==> config.mk <==
export PLATFORM = sky130hd
export DESIGN_NAME = voice_phase_scheduler
export DESIGN_NICKNAME = d
export VERILOG_FILES = /design/src/rtl/voice_phase_scheduler.sv
export SDC_FILE = /design/constraint.sdc
export NUM_CORES = 1
export LEC_CHECK = 0
export CAP_MARGIN = 40
export CORE_MARGIN = 8
export CORE_UTILIZATION = 40
export DETAILED_ROUTE_END_ITERATION = 8
export PLACE_DENSITY = 0.58
export SYNTH_ARGS = -nofsm -noshare
export SYNTH_HDL_FRONTEND = slang
export SYNTH_SLANG_ARGS = --single-unit
==> constraint.sdc <==
create_clock -name clk -period 7.9 [get_ports clk]
set_input_delay 0.79 -clock clk [delete_from_list [all_inputs] [get_ports clk]]
set_output_delay 0.79 -clock clk [all_outputs]
set_load 0.005 [all_outputs]
==> src/rtl/voice_phase_scheduler.sv <==
// rtl/voice_phase_scheduler.sv - round-robin voice slot scheduler feeding a shared sine pipeline
module voice_phase_scheduler #(
  parameter  int NVOICES = 10,
  localparam int SW = (NVOICES > 1) ? $clog2(NVOICES) : 1,
  localparam int CW = $clog2(NVOICES + 1)
) (
  input  logic          clk,
  input  logic          rst,
  input  logic          clk_en,
  input  logic          i_note_on,
  input  logic          i_note_off,
  input  logic [6:0]    i_midi,
  input  logic [15:0]   i_inc,
  output logic          o_cmd_ready,
  output logic          o_drop,
  output logic [15:0]   o_phase,
  output logic [6:0]    o_midi,
  output logic          o_valid,
  output logic [SW-1:0] o_slot,
  output logic          o_frame_start,
  output logic [CW-1:0] o_active_count
);

  logic [NVOICES-1:0] r_active;
  logic [6:0]         r_midi  [NVOICES];
  logic [15:0]        r_phase [NVOICES];
  logic [15:0]        r_inc   [NVOICES];
  logic [SW-1:0]      r_ptr;

  logic [15:0]        r_o_phase;
  logic [6:0]         r_o_midi;
  logic               r_o_valid;
  logic [SW-1:0]      r_o_slot;
  logic               r_o_fs;
  logic               r_o_drop;
  logic [CW-1:0]      r_count;

  logic [NVOICES-1:0] w_match;
  logic [NVOICES-1:0] w_off_hit;
  logic [SW-1:0]      w_free_idx;
  logic               w_have_free;
  logic               w_on_cmd;
  logic               w_retrig;
  logic               w_alloc;
  logic               w_reject;
  logic               w_off_any;

  assign o_cmd_ready    = clk_en;
  assign o_drop         = r_o_drop;
  assign o_phase        = r_o_phase;
  assign o_midi         = r_o_midi;
  assign o_valid        = r_o_valid;
  assign o_slot         = r_o_slot;
  assign o_frame_start  = r_o_fs;
  assign o_active_count = r_count;

  // All command decisions look only at pre-cycle slot state; a simultaneous
  // note-off always shares i_midi with the note-on, so the note-on is dropped.
  always_comb begin
    w_match     = '0;
    w_off_hit   = '0;
    w_free_idx  = '0;
    w_have_free = 1'b0;
    for (int i = 0; i < NVOICES; i++) begin
      w_match[i]   = r_active[i] && (r_midi[i] == i_midi);
      w_off_hit[i] = i_note_off && w_match[i];
    end
    for (int i = NVOICES - 1; i >= 0; i--) begin
      if (!r_active[i]) begin
        w_free_idx  = SW'(i);
        w_have_free = 1'b1;
      end
    end
    w_off_any = |w_off_hit;
    w_on_cmd  = i_note_on && !i_note_off;
    w_retrig  = w_on_cmd && (|w_match);
    w_alloc   = w_on_cmd && !(|w_match) && w_have_free;
    w_reject  = w_on_cmd && !(|w_match) && !w_have_free;
  end

  always_ff @(posedge clk) begin
    if (rst) begin
      r_active  <= '0;
      for (int i = 0; i < NVOICES; i++) begin
        r_midi[i]  <= '0;
        r_phase[i] <= '0;
        r_inc[i]   <= '0;
      end
      r_ptr     <= '0;
      r_o_phase <= '0;
      r_o_midi  <= '0;
      r_o_valid <= 1'b0;
      r_o_slot  <= '0;
      r_o_fs    <= 1'b0;
      r_o_drop  <= 1'b0;
      r_count   <= '0;
    end else if (clk_en) begin
      r_o_phase <= r_phase[r_ptr];
      r_o_midi  <= r_midi[r_ptr];
      r_o_valid <= r_active[r_ptr];
      r_o_slot  <= r_ptr;
      r_o_fs    <= (r_ptr == '0);
      r_o_drop  <= w_reject;
      r_count   <= r_count + CW'(w_alloc) - CW'(w_off_any);
      r_ptr     <= (r_ptr == SW'(NVOICES - 1)) ? '0 : r_ptr + 1'b1;

      // Later assignments win: a command write to the issued slot overrides its accumulate.
      for (int i = 0; i < NVOICES; i++) begin
        if (r_active[i] && (r_ptr == SW'(i))) begin
          r_phase[i] <= r_phase[i] + r_inc[i];
        end
        if (w_off_hit[i]) begin
          r_active[i] <= 1'b0;
        end
        if (w_retrig && w_match[i]) begin
          r_phase[i] <= '0;
          r_inc[i]   <= i_inc;
        end
        if (w_alloc && (w_free_idx == SW'(i))) begin
          r_active[i] <= 1'b1;
          r_midi[i]   <= i_midi;
          r_phase[i]  <= '0;
          r_inc[i]    <= i_inc;
        end
      end
    end else begin
      r_o_drop <= 1'b0;
    end
  end

endmodule

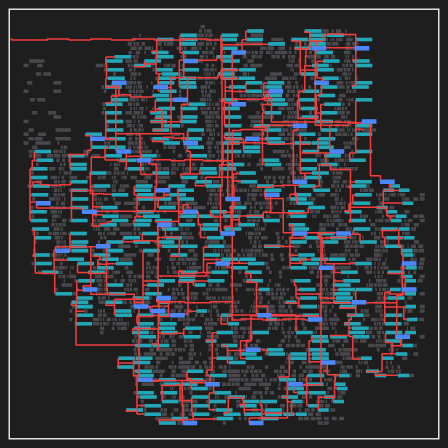
Run 1: clock network drawn from the DEF
clock drivers: drawn in blue, count 52. flip-flops: drawn in cyan, count 438. clock wires: drawn in red, length 6320 microns.
There are 53 routed clock nets.

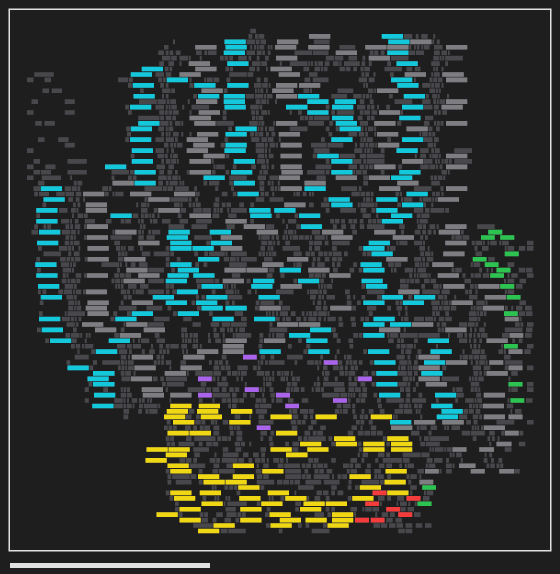
Run 1: sequential cells grouped by signal name
The bar under the picture is 100 microns long.
`r_inc`: drawn in cyan, placed flops 160. `o_midi`: drawn in red, placed flops 7. `o_phase`: drawn in green, placed flops 16, where right middle. `r_active`: drawn in purple, placed flops 10. `r_midi`: drawn in yellow, placed flops 70, where bottom middle.
Another 175 sequential cells are not coloured.

==> summary.txt, run 1 <==
Figures from the implementation reports.

- The area fraction in full adders, half adders and majority gates is 8.30%.
- In this run, synthesis produced a sequential element count of 438.
- The data arrival time of the critical path is 5.07 ns.
- After synthesis, the share of flip-flops with an asynchronous set or reset is 0%.
- The timing endpoint of the critical path is r_phase[1][13].
- The flow ran to the end, and the final reports show no timing, DRC or antenna violations.
- The slack of the critical path reads 3.04 ns.
- The clock buffer and inverter area fraction after layout reads 6.06%.
- The non-clock buffer share of cell area is 4.29%.
- The largest cell class by area reads registers.
- The area recorded from the Yosys report for this design is 25900 sq um.
- Summed over all cells, the static leakage comes to 11.6 nW.
- The final route contains 18.4k vias.
- Of the cells placed in the final design, the portion with a size suffix greater than 1 is 9.36%.
- At the end of routability-driven placement, the weighted congestion stood at 0.873.
- The kind of critical path is in2reg.
- The sink count of the clock tree is 438.
- For the worst setup path, the data required time is 8.12 ns.
- The CTS root buffer is sky130_fd_sc_hd__clkbuf_16.
- The count of synthesis-stage warnings from yosys is 0.
- For this block, wires on met1 add up to 33.0 mm.
- The count of cells resized by post-cts repair is 0.
- In the final report, the number of pins over their slew limit comes to 0.
- Per report_power, the sequential group accounts for 45.5% of the total.
- The number of library cell types mapped by synthesis is 78.
- The total iterations of the first detailed-routing run reads 5.
- The number of nets in the layout reads 2554.
- The slew at the pin with the worst max-slew slack reads 0.919 ns.
- The post-synth design cell area reads 25900 sq um.
- For reference, the top cells by count after synthesis are 390 x sky130_fd_sc_hd__edfxtp_1, 246 x sky130_fd_sc_hd__nor2_1, 154 x sky130_fd_sc_hd__ha_1.
- The residual DRC count reads 0.
- The pin count of the biggest net entering global routing reads 68.
- The met3 layer usage reported by global route reads 2.89%.
- The net switching fraction of the power reads 24.9%.
- The clock period minus final worst setup slack is 4.86 ns.
- After layout, the inverter instance count without clock inverters stands at 74.
- The final count of hold timing violations is 0.
- The routed wire length on met2 reads 32.3 mm.
- The effective utilization at floorplan reads 40.3%.
- The number of standard cells after synthesis reads 2295.
- The delay contributed by the slowest stage of the critical path is 0.86 ns.
- The simple-gate portion of the synthesized area is 17.0%.
- The maximum resistive drop on vdd is 0.000167 V.
- The main power-consuming group reads sequential cells.
- The post-placement worst setup slack reads 2.42 ns.
- The multi-input logic portion of the cell area reads 42.1%.
- The final hold slack reads 0.469 ns.
- The total number of cells along the worst setup path is 10.
- Among the non-sequential cells, simple AND/OR/NAND/NOR gates take the most area.
- Clock skew on the completed layout was measured at 0.0241 ns.
- The number of max-cap violations reads 0.
- The count of sequential standard cells is 438.
- The clock group total power is 2.51 mW.
- The number of combinational gates with multiple inputs reads 1682.
- The deepest clock path buffer count is 3.
- The clock transition at the register clock pins on the worst setup and hold paths after CTS is 0.06 ns.
- For this run, the script counts the antenna cells in the layout as 2.
- The length in cells of the worst reg-to-reg path is 8.
- The number of global-route vias before repair reads 17.9k.
- The internal portion of total power reads 4.43 mW.
- The upper clock frequency limit is 206 MHz.
- Overall power consumption after layout is estimated at 5.90 mW.
- The portion of synthesized cell area occupied by the leading cell type reads 45.3%.
- The path with the worst hold slack has its endpoint at o_frame_start.
- In the final layout, the registers with the most flip-flops are r_inc: 160 flops, r_phase: 160 flops, r_midi: 70 flops.
- The number of enable flip-flop cells reads 390.
- STA classifies the critical path startpoint as a primary input.
- The combinational share of power reads 11.9%.
- The number of buffers created by CTS reads 52.
- The proportion of synthesized area in mux cells is 6.31%.
- The skew report gives the latency at the later pin of the worst-skew pair as 0.61 ns.
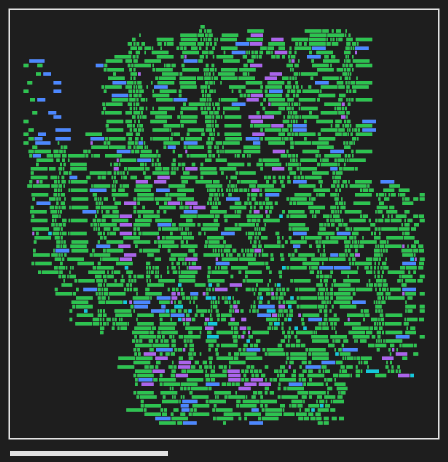
Run 1: drive-strength map
The bar under the picture is 100 microns long.
_6 and larger: drawn in blue, cells 92, share 3.8%. _3 and _4 cells: drawn in cyan, cells 33, share 1.4%. _2 cells: drawn in purple, cells 100, share 4.2%. _0 and _1 cells: drawn in green, cells 2179, share 91%.

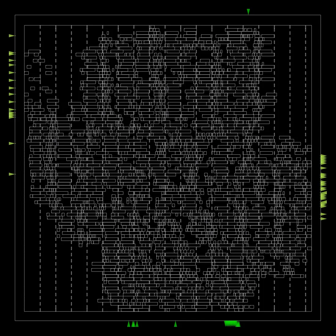
Run 1: cell outlines without signal wires
placement row count: 93
Std-Cell Core Area: 64200 sq um
count of filler cells inserted in the layout: 5820
Util after Layout: 46.0%
sequential cell area share: 42.9%

==> run 2, diff against run 1 <==
Clock period 7.9 ns to 4.57 ns, I/O delays scaled along.
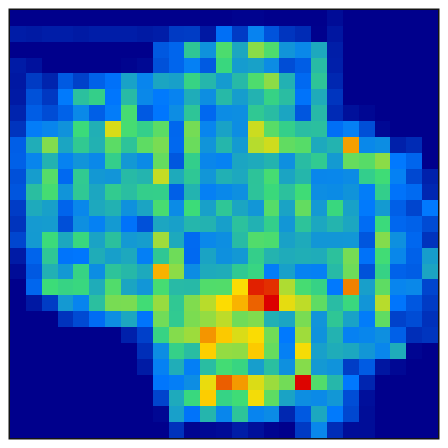
Run 2: routed metal per tile
The die is cut into 27 by 27 equal tiles; dark blue is low, red is high, scaled to the fullest tile. Values are wire area over tile area, all layers added.
The emptiest ninth of the die: bottom left. 15% of the tiles are over half the peak. The mean over all tiles is 0.15. 24% of the tiles are nearly empty. The fullest tile reaches 0.56.

==> summary.txt, run 2 <==
Figures from the implementation reports.

- The CTS root buffer reads sky130_fd_sc_hd__clkbuf_16.
- The post-synth design cell area reads 25900 sq um (unchanged).
- The number of library cell types mapped by synthesis is 78 (unchanged).
- The clock buffer and inverter area fraction after layout is 5.49% (-0.58 points).
- The biggest slice of the total power is consumed by sequential cells.
- For hold timing, the worst endpoint is r_active[4].
- The number of buffers created by CTS reads 51 (-1.9%).
- The clock group total power reads 3.97 mW (+58%).
- The slack of the critical path reads 1.13 ns (-1.92 ns).
- The number of nets in the layout reads 2566 (+0.47%).
- The dominant non-sequential cell family after synthesis is simple AND/OR/NAND/NOR gates.
- The combinational share of power came to 12.2% (+0.3 points).
- The via count is 18.4k (+0.076%).
- The total power of the final layout reads 9.78 mW (+66%).
- The run finished with clean final reports.
- Checking hold timing, the worst path is listed with class in2reg.
- The number of diodes added for antenna fixing reads 2 (unchanged).
- The residual DRC count is 0 (unchanged).
- The non-clock buffer share of cell area is 3.81% (-0.48 points).
- The count of sequential standard cells is 438 (unchanged).
- The clock network burns 40.6% of the power.
- The wire length the detailed router placed on met1 is 30.5 mm (-7.8%).
- The simple-gate portion of the synthesized area is 17.0% (unchanged).
- The half-perimeter wire length of the detailed placement result reads 51.8 mm.
- The net switching fraction of the power came to 24.9% (about the same).
- The worst-path cell with the longest stage delay is sky130_fd_sc_hd__clkdlybuf4s50_1.
- The number of combinational gates with multiple inputs is 1682 (unchanged).
- Looking at the area split, the leading class of cells is registers.
- The number of inverters outside the clock class in the layout is 74 (unchanged).
- The maximum resistive drop on vdd reads 0.000240 V (+44%).
- The length in cells of the worst reg-to-reg path is 9 (+1).
- The fraction of layout cells with a size suffix above 1 reads 9.08% (-0.28 points).
- The final count of hold timing violations is 0 (unchanged).
- The flop and latch count out of synthesis is 438 (unchanged).
- The routed wire length on met2 is 32.7 mm (+1.1%).
- The cell type with the largest total area is sky130_fd_sc_hd__edfxtp_1.
- The number of placement rows came to 93 (unchanged).
- The clock skew is 0.0210 ns (-0.00304 ns).
- The sink count of the clock tree is 438 (unchanged).
- The clock period minus final worst setup slack is 3.44 ns.
- The number of fill cells in the layout is 5916 (+1.6%).
- The number of global-route vias before repair is 18.5k (+3.8%).
- The final weighted congestion in routability-driven placement came to 0.918 (+5.0%).
- The kind of critical path reads in2reg.
- The core region area is 64200 sq um (unchanged).
- The multi-input logic portion of the cell area is 42.6% (+0.50 points).
- The clock transition at the register clock pins on the worst setup and hold paths after CTS came to 0.05 ns (about the same).
- The deepest clock path buffer count is 3 (unchanged).
- The effective utilization at floorplan is 40.3% (unchanged).
- The chip area line of the yosys report reads 25900 sq um (unchanged).
- The number of standard cells after synthesis came to 2295 (unchanged).
- The pin count of the biggest net entering global routing was 55 (-19%).
- The timing endpoint of the critical path reads r_phase[1][12].
- The first-pass GRT wire length reads 107 mm.
- The proportion of synthesized area in mux cells came to 6.31% (unchanged).
- The total number of cells along the worst setup path came to 11 (+1).
- The data arrival time of the critical path came to 3.60 ns (-1.47 ns).
- The count of final max-slew check failures reads 0 (unchanged).
- The largest registers in the layout are r_inc: 160 flops, r_phase: 160 flops, r_midi: 70 flops.
- The sequential cell fraction of total power is 47.2% (+1.7 points).
- The portion of synthesized cell area occupied by the leading cell type reads 45.3% (unchanged).
- The area fraction in full adders, half adders and majority gates reads 8.30% (unchanged).
- The count of synthesis-stage warnings from yosys is 0 (unchanged).
- The clock insertion delay at the later pin of the skew report was 0.59 ns (-0.02 ns).
- The leakage power reads 11.5 nW (-1.3%).
- The total iterations of the first detailed-routing run is 6 (+1).
- The post-placement worst setup slack is 0.523 ns (-1.90 ns).
- The delay contributed by the slowest stage of the critical path reads 0.66 ns (-0.20 ns).
- The flip-flop and latch share of the layout cell area reads 43.5% (+0.51 points).
- The met3 layer usage reported by global route is 3.05% (+0.16 points).
- The count of cells resized by post-cts repair reads 0 (unchanged).
- The highest clock rate this design can be run at is 290 MHz.
- The share of the core filled with cells is 45.4% (-0.54 points).
- The number of enable flip-flop cells is 390 (unchanged).
- The required time reported for the critical path endpoint is 4.72 ns (-3.40 ns).
- The yosys stat cell total reads 2295.
- The number of placed instances, taps included, is 3175.
- The number of hold buffers added after cts reads 0.
- The internal portion of total power reads 7.35 mW (+66%).
Power figures rest on the tool's default switching activity, not on a simulated workload.
